Figure 1. A small window of the routed layout.
Region (109, 161) to (149, 201) um. Cells in grey, sequential cells in the stronger grey; small squares are vias.
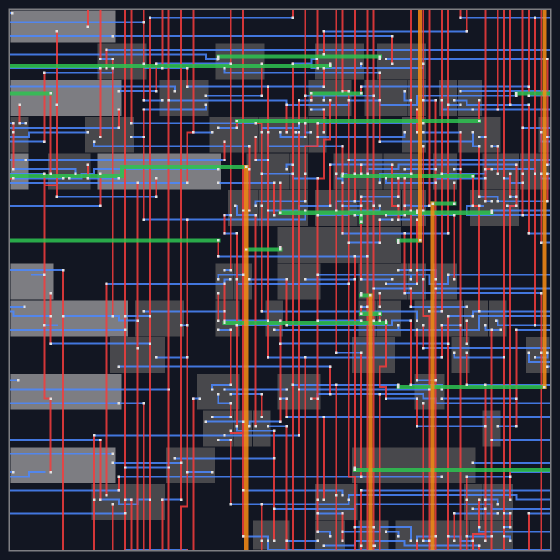
Figure 2. Track usage over the die.
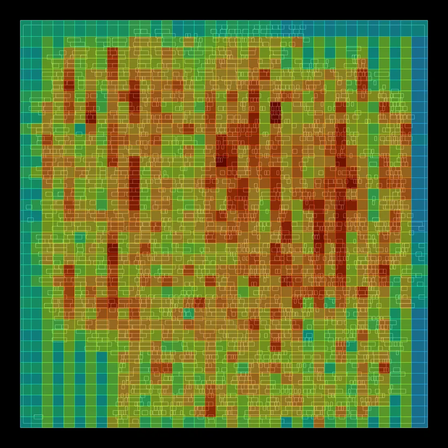
Figure 3. M2 wires.
Drawn at 1 px/um.
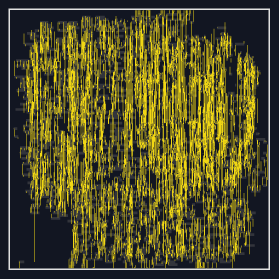
Figure 4. Where the registers sit.
Drawn at 2 px/um. Other sequential cells in the stronger grey, the rest of the logic in the fainter grey.
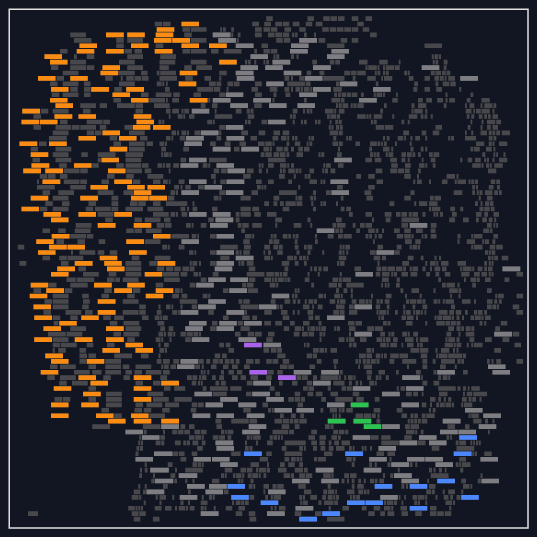
Figure 5. Gate families picked out.
Drawn at 2 px/um.
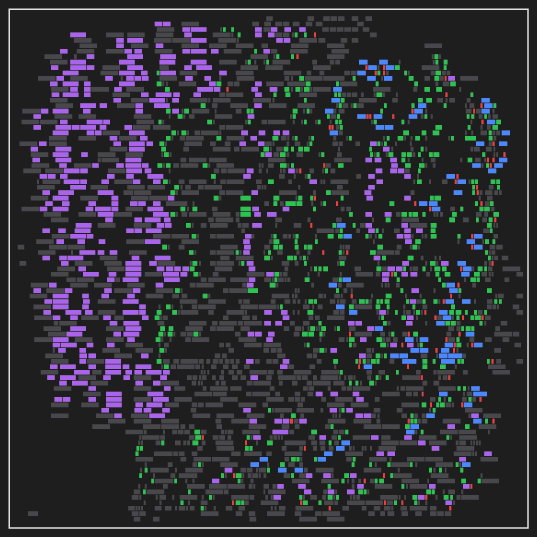
File: config.mk
export PLATFORM = sky130hd
export DESIGN_NAME = onc16_pl
export DESIGN_NICKNAME = d
export VERILOG_FILES = /design/src/rtl/onc16_pl.sv
export SDC_FILE = /design/constraint.sdc
export NUM_CORES = 1
export LEC_CHECK = 0
export CORE_MARGIN = 1.5
export CORE_UTILIZATION = 35
export DETAILED_ROUTE_END_ITERATION = 10
export MAX_ROUTING_LAYER = met4
export PLACE_DENSITY_LB_ADDON = 0.12
export SLEW_MARGIN = 0
export SYNTH_ARGS = -nofsm -noshare
export SYNTH_HDL_FRONTEND = slang
export SYNTH_SLANG_ARGS = --single-unit
File: constraint.sdc
create_clock -name clock -period 5.5 [get_ports clock]
set_input_delay 0.825 -clock clock [delete_from_list [all_inputs] [get_ports clock]]
set_output_delay 0.825 -clock clock [all_outputs]
set_load 0.1 [all_outputs]
File: src/rtl/onc16_pl.sv
// onc16_pl: 16-bit 5-stage in-order pipelined CPU (IF/ID/EX/MEM/WB), Harvard memory ports.
// Optional HALT instruction (op 0xF) is compiled in when ONC16_HALT_EN is defined.
module onc16_pl #(
  parameter int DATA_W = 16,
  parameter int INST_W = 16,
  parameter int REG_N  = 8
) (
  input  logic              clock,
  input  logic              n_rst,
  input  logic              en,
  input  logic [INST_W-1:0] imem_din,
  input  logic [DATA_W-1:0] dmem_din,
  output logic [DATA_W-1:0] imem_addr,
  output logic [DATA_W-1:0] dmem_addr,
  output logic [DATA_W-1:0] dmem_dout,
  output logic              dmem_we
);

  typedef enum logic [3:0] {
    OP_ALU  = 4'h0, OP_ADDI = 4'h1, OP_LI  = 4'h2, OP_LD  = 4'h3,
    OP_ST   = 4'h4, OP_BEQ  = 4'h5, OP_BNE = 4'h6, OP_JMP = 4'h7,
    OP_HALT = 4'hF
  } op_e;

  logic [DATA_W-1:0] pc_q, pc_d;
  logic [INST_W-1:0] ifid_inst_q, ifid_inst_d, idex_inst_q, idex_inst_d;
  logic [DATA_W-1:0] ifid_pc_q, ifid_pc_d, idex_pc_q, idex_pc_d;
  logic [DATA_W-1:0] idex_va_q, idex_va_d, idex_vb_q, idex_vb_d, idex_vc_q, idex_vc_d;
  op_e               exmem_op_q, exmem_op_d;
  logic              exmem_wr_q, exmem_wr_d, memwb_wr_q, memwb_wr_d;
  logic [2:0]        exmem_dest_q, exmem_dest_d, memwb_dest_q, memwb_dest_d;
  logic [DATA_W-1:0] exmem_res_q, exmem_res_d, exmem_sdata_q, exmem_sdata_d;
  logic [DATA_W-1:0] memwb_res_q, memwb_res_d;
  logic [DATA_W-1:0] rf_q [REG_N];
  logic [DATA_W-1:0] rf_d [REG_N];

  op_e               id_op, ex_op;
  logic [2:0]        id_a, id_b, id_c, ex_dest;
  logic              load_use, halt_id, hold_id;
  logic [DATA_W-1:0] ex_va, ex_vb, ex_vc, ex_imm, ex_alu, ex_res, ex_target;
  logic              ex_taken;

  function automatic logic writes_ra(input op_e op);
    return (op == OP_ALU) || (op == OP_ADDI) || (op == OP_LI) || (op == OP_LD);
  endfunction

  function automatic logic uses_a(input op_e op);
    return (op == OP_ST) || (op == OP_BEQ) || (op == OP_BNE);
  endfunction

  function automatic logic uses_b(input op_e op);
    return (op == OP_ALU) || (op == OP_ADDI) || (op == OP_LD) || uses_a(op);
  endfunction

  // Write-before-read: the WB result is bypassed straight into the ID read.
  function automatic logic [DATA_W-1:0] rf_read(input logic [2:0] idx);
    if (idx == 3'd0) return '0;
    if (memwb_wr_q && (memwb_dest_q == idx)) return memwb_res_q;
    return rf_q[idx];
  endfunction

  // The *_wr flags are already cleared for r0, so r0 never forwards.
  function automatic logic [DATA_W-1:0] fwd(input logic [2:0] idx, input logic [DATA_W-1:0] idv);
    if (exmem_wr_q && (exmem_dest_q == idx)) return exmem_res_q;
    if (memwb_wr_q && (memwb_dest_q == idx)) return memwb_res_q;
    return idv;
  endfunction

  assign id_op   = op_e'(ifid_inst_q[15:12]);
  assign id_a    = ifid_inst_q[11:9];
  assign id_b    = ifid_inst_q[8:6];
  assign id_c    = ifid_inst_q[5:3];
  assign ex_op   = op_e'(idex_inst_q[15:12]);
  assign ex_dest = idex_inst_q[11:9];

`ifdef ONC16_HALT_EN
  assign halt_id = (id_op == OP_HALT);
`else
  assign halt_id = 1'b0;
`endif

  always_comb begin
    load_use = (ex_op == OP_LD) && (ex_dest != 3'd0) &&
               ((uses_a(id_op) && (id_a == ex_dest)) ||
                (uses_b(id_op) && (id_b == ex_dest)) ||
                ((id_op == OP_ALU) && (id_c == ex_dest)));
    hold_id  = load_use || halt_id;
  end

  always_comb begin
    ex_va     = fwd(idex_inst_q[11:9], idex_va_q);
    ex_vb     = fwd(idex_inst_q[8:6], idex_vb_q);
    ex_vc     = fwd(idex_inst_q[5:3], idex_vc_q);
    ex_imm    = {{(DATA_W-6){idex_inst_q[5]}}, idex_inst_q[5:0]};
    ex_alu    = '0;
    ex_res    = '0;
    ex_taken  = 1'b0;
    ex_target = idex_pc_q + DATA_W'(1) + ex_imm;
    case (idex_inst_q[2:0])
      3'd0:    ex_alu = ex_vb + ex_vc;
      3'd1:    ex_alu = ex_vb - ex_vc;
      3'd2:    ex_alu = ex_vb & ex_vc;
      3'd3:    ex_alu = ex_vb | ex_vc;
      3'd4:    ex_alu = ex_vb ^ ex_vc;
      3'd5:    ex_alu = ex_vb << ex_vc[3:0];
      3'd6:    ex_alu = ex_vb >> ex_vc[3:0];
      default: ex_alu = {{(DATA_W-1){1'b0}}, ($signed(ex_vb) < $signed(ex_vc))};
    endcase
    case (ex_op)
      OP_ALU:                ex_res = ex_alu;
      OP_ADDI, OP_LD, OP_ST: ex_res = ex_vb + ex_imm;
      OP_LI:                 ex_res = {{(DATA_W-9){idex_inst_q[8]}}, idex_inst_q[8:0]};
      OP_BEQ:                ex_taken = (ex_va == ex_vb);
      OP_BNE:                ex_taken = (ex_va != ex_vb);
      OP_JMP: begin
        ex_taken  = 1'b1;
        ex_target = {{(DATA_W-12){1'b0}}, idex_inst_q[11:0]};
      end
      default: ;
    endcase
  end

  // Flush wins over stall/halt; a stall/halt holds PC and IF/ID and bubbles EX.
  always_comb begin
    pc_d        = pc_q + DATA_W'(1);
    ifid_inst_d = imem_din;
    ifid_pc_d   = pc_q;
    idex_inst_d = ifid_inst_q;
    idex_pc_d   = ifid_pc_q;
    idex_va_d   = rf_read(id_a);
    idex_vb_d   = rf_read(id_b);
    idex_vc_d   = rf_read(id_c);
    if (ex_taken) begin
      pc_d        = ex_target;
      ifid_inst_d = '0;
    end else if (hold_id) begin
      pc_d        = pc_q;
      ifid_inst_d = ifid_inst_q;
      ifid_pc_d   = ifid_pc_q;
    end
    if (ex_taken || hold_id) begin
      idex_inst_d = '0;
      idex_va_d   = '0;
      idex_vb_d   = '0;
      idex_vc_d   = '0;
    end
    exmem_op_d    = ex_op;
    exmem_wr_d    = writes_ra(ex_op) && (ex_dest != 3'd0);
    exmem_dest_d  = ex_dest;
    exmem_res_d   = ex_res;
    exmem_sdata_d = ex_va;
    memwb_wr_d    = exmem_wr_q;
    memwb_dest_d  = exmem_dest_q;
    memwb_res_d   = (exmem_op_q == OP_LD) ? dmem_din : exmem_res_q;
    rf_d          = rf_q;
    if (memwb_wr_q) rf_d[memwb_dest_q] = memwb_res_q;
  end

  always_ff @(posedge clock or negedge n_rst) begin
    if (!n_rst) begin
      pc_q          <= '0;
      ifid_inst_q   <= '0;
      ifid_pc_q     <= '0;
      idex_inst_q   <= '0;
      idex_pc_q     <= '0;
      idex_va_q     <= '0;
      idex_vb_q     <= '0;
      idex_vc_q     <= '0;
      exmem_op_q    <= OP_ALU;
      exmem_wr_q    <= 1'b0;
      exmem_dest_q  <= '0;
      exmem_res_q   <= '0;
      exmem_sdata_q <= '0;
      memwb_wr_q    <= 1'b0;
      memwb_dest_q  <= '0;
      memwb_res_q   <= '0;
      for (int unsigned k = 0; k < REG_N; k++) rf_q[k] <= '0;
    end else if (en) begin
      pc_q          <= pc_d;
      ifid_inst_q   <= ifid_inst_d;
      ifid_pc_q     <= ifid_pc_d;
      idex_inst_q   <= idex_inst_d;
      idex_pc_q     <= idex_pc_d;
      idex_va_q     <= idex_va_d;
      idex_vb_q     <= idex_vb_d;
      idex_vc_q     <= idex_vc_d;
      exmem_op_q    <= exmem_op_d;
      exmem_wr_q    <= exmem_wr_d;
      exmem_dest_q  <= exmem_dest_d;
      exmem_res_q   <= exmem_res_d;
      exmem_sdata_q <= exmem_sdata_d;
      memwb_wr_q    <= memwb_wr_d;
      memwb_dest_q  <= memwb_dest_d;
      memwb_res_q   <= memwb_res_d;
      rf_q          <= rf_d;
    end
  end

  assign imem_addr = pc_q;
  assign dmem_addr = exmem_res_q;
  assign dmem_dout = exmem_sdata_q;
  assign dmem_we   = en && (exmem_op_q == OP_ST);

endmodule

==> results.json <==
{
  "rsz0062_at_grt": "no",
  "drive_above_1_share": 0.1920,
  "hold_slack_ns": 0.3109,
  "sh_comb_area": 0.5328,
  "ant_nets": 0,
  "yosysUniqueCellTypes": 83,
  "r2r-end": "imem_addr[6]$_DFFE_PN0P_",
  "route.met3.wl_mm": 3.030,
  "yosysMostFrequentCell": "dfrtp_1",
  "htree_levels": 2,
  "die_y_um": 258.6,
  "seq_power_share": 0.251,
  "grt_pass1_wl_mm": 122.5,
  "place_area_sq_um": 24630,
  "netlist_area_sq_um": 22870,
  "cp_top_family": "AND-OR/OR-AND gates",
  "fin_ws_ns": 0.4613,
  "path_common_cell": "buf_4",
  "startpoint": "memwb_dest_q[0]$_DFFE_PN0P_",
  "clock-sinks": 316,
  "clockRootBuffer": "clkbuf_16",
  "lay_top_count": "dfrtp_1",
  "cts_buffers": 41,
  "synth-edff-count": 0,
  "cts_hold_buf": 0,
  "setup_viol": 0,
  "switching_share": 0.4843,
  "finalCriticalPeriod_ns": 5.039,
  "core.rowCount": 93,
  "ys_warn_count": 0,
  "fin_skew_ns": 0.02816,
  "largest_reg_flops": 128,
  "p_comb_frac": 0.590,
  "status": "finished, final reports clean",
  "hold_path_class": "in2async",
  "drv_slew": 0,
  "place_inst": 3114,
  "register_area_sq_um": 7913,
  "inv_count": 87,
  "power_switching_mw": 8.453,
  "hpwl_mm": 56.52,
  "finalCritPeriodShare": 0.9161,
  "fillers": 6369,
  "power.density_nw_per_um2": 670.7,
  "initCoreUtil": 0.3548,
  "yosysTopAreaCellShare": 0.3458,
  "first_global_vias": 18950,
  "post-cts-setup-buffers": 0,
  "ys_sh_mux": 0.2441,
  "critPathLaunchType": "flop",
  "cts_resized": 0,
  "n_all_buffers": 164,
  "ys_ff": 316,
  "wl_met2_mm": 38.14,
  "postSynthSeqShare": 0.3458,
  "drt_pass1_iterations": 6,
  "cts_tree": "done",
  "clock_latency_ns": 0.58,
  "synth.cellmix.simpleShare": 0.1013,
  "r2r-start": "memwb_dest_q[0]$_DFFE_PN0P_",
  "fin_area_sq_um": 26030,
  "drt_wl_total_mm": 79.99,
  "warnings": 66,
  "syn2layout_area_growth_pct": 13.80,
  "synthTopLogicFamily": "multiplexers",
  "timing.slew.headroom": 0.2029,
  "endpoint": "imem_addr[6]$_DFFE_PN0P_",
  "sh_seq_area": 0.3040,
  "grt_busiest_layer": "met2",
  "diodes": 0,
  "maxCapViolations": 0,
  "die_x_um": 258.6,
  "synth_top_cell_by_area": "dfrtp_1",
  "ys_sh_xor": 0.03365,
  "critPathKind": "reg2reg",
  "tightest_slew_ns": 1.189,
  "p_leak_nw": 11.42,
  "worst-r2r-setup-slack_ns": 0.46,
  "synth_nets": 2404,
  "ys_sh_aoi": 0.1761,
  "top_layer": "met4",
  "clock_power_mw": 2.78,
  "end_kind": "flop",
  "fin_tns_setup_ns": 0,
  "ff_count": 316
}
## Picture notes: Figure 1
| colour | layer |
|---|---|
| red | metal 2 |
| orange | metal 4 |
| blue | metal 1 |
| green | metal 3 |
most frequent: mux2i_1 (11), nor2_1 (9), nand2_1 (7)
cells with their middle in the window: 74
netlist names of flops here include: idex_vb_q (5), idex_vc_q (1)
sequential cells in the window: 6

## Picture notes: Figure 2
M3 GR Usage: 0.02514
met2 Use GR: 0.3974
grt met1 use: 0.3300
total track usage: 0.2472

## Picture notes: Figure 3
share of all routed wire: 48%
wire length on this layer: 38.1 mm
nets with wire on the layer: 1958
main direction: vertical
longest straight run: 108 um

## Picture notes: Figure 4
| colour | netlist name | flops |
|---|---|---|
| blue | imem_addr | 16 |
| purple | memwb_dest_q | 3 |
| orange | rf_q | 128 |
| green | exmem_op_q | 4 |

## Picture notes: Figure 5
| colour | family | cells |
|---|---|---|
| blue | fa/ha/maj cells | 87 |
| purple | mux cells | 416 |
| green | aoi and oai cells | 451 |
| red | inv cells | 87 |

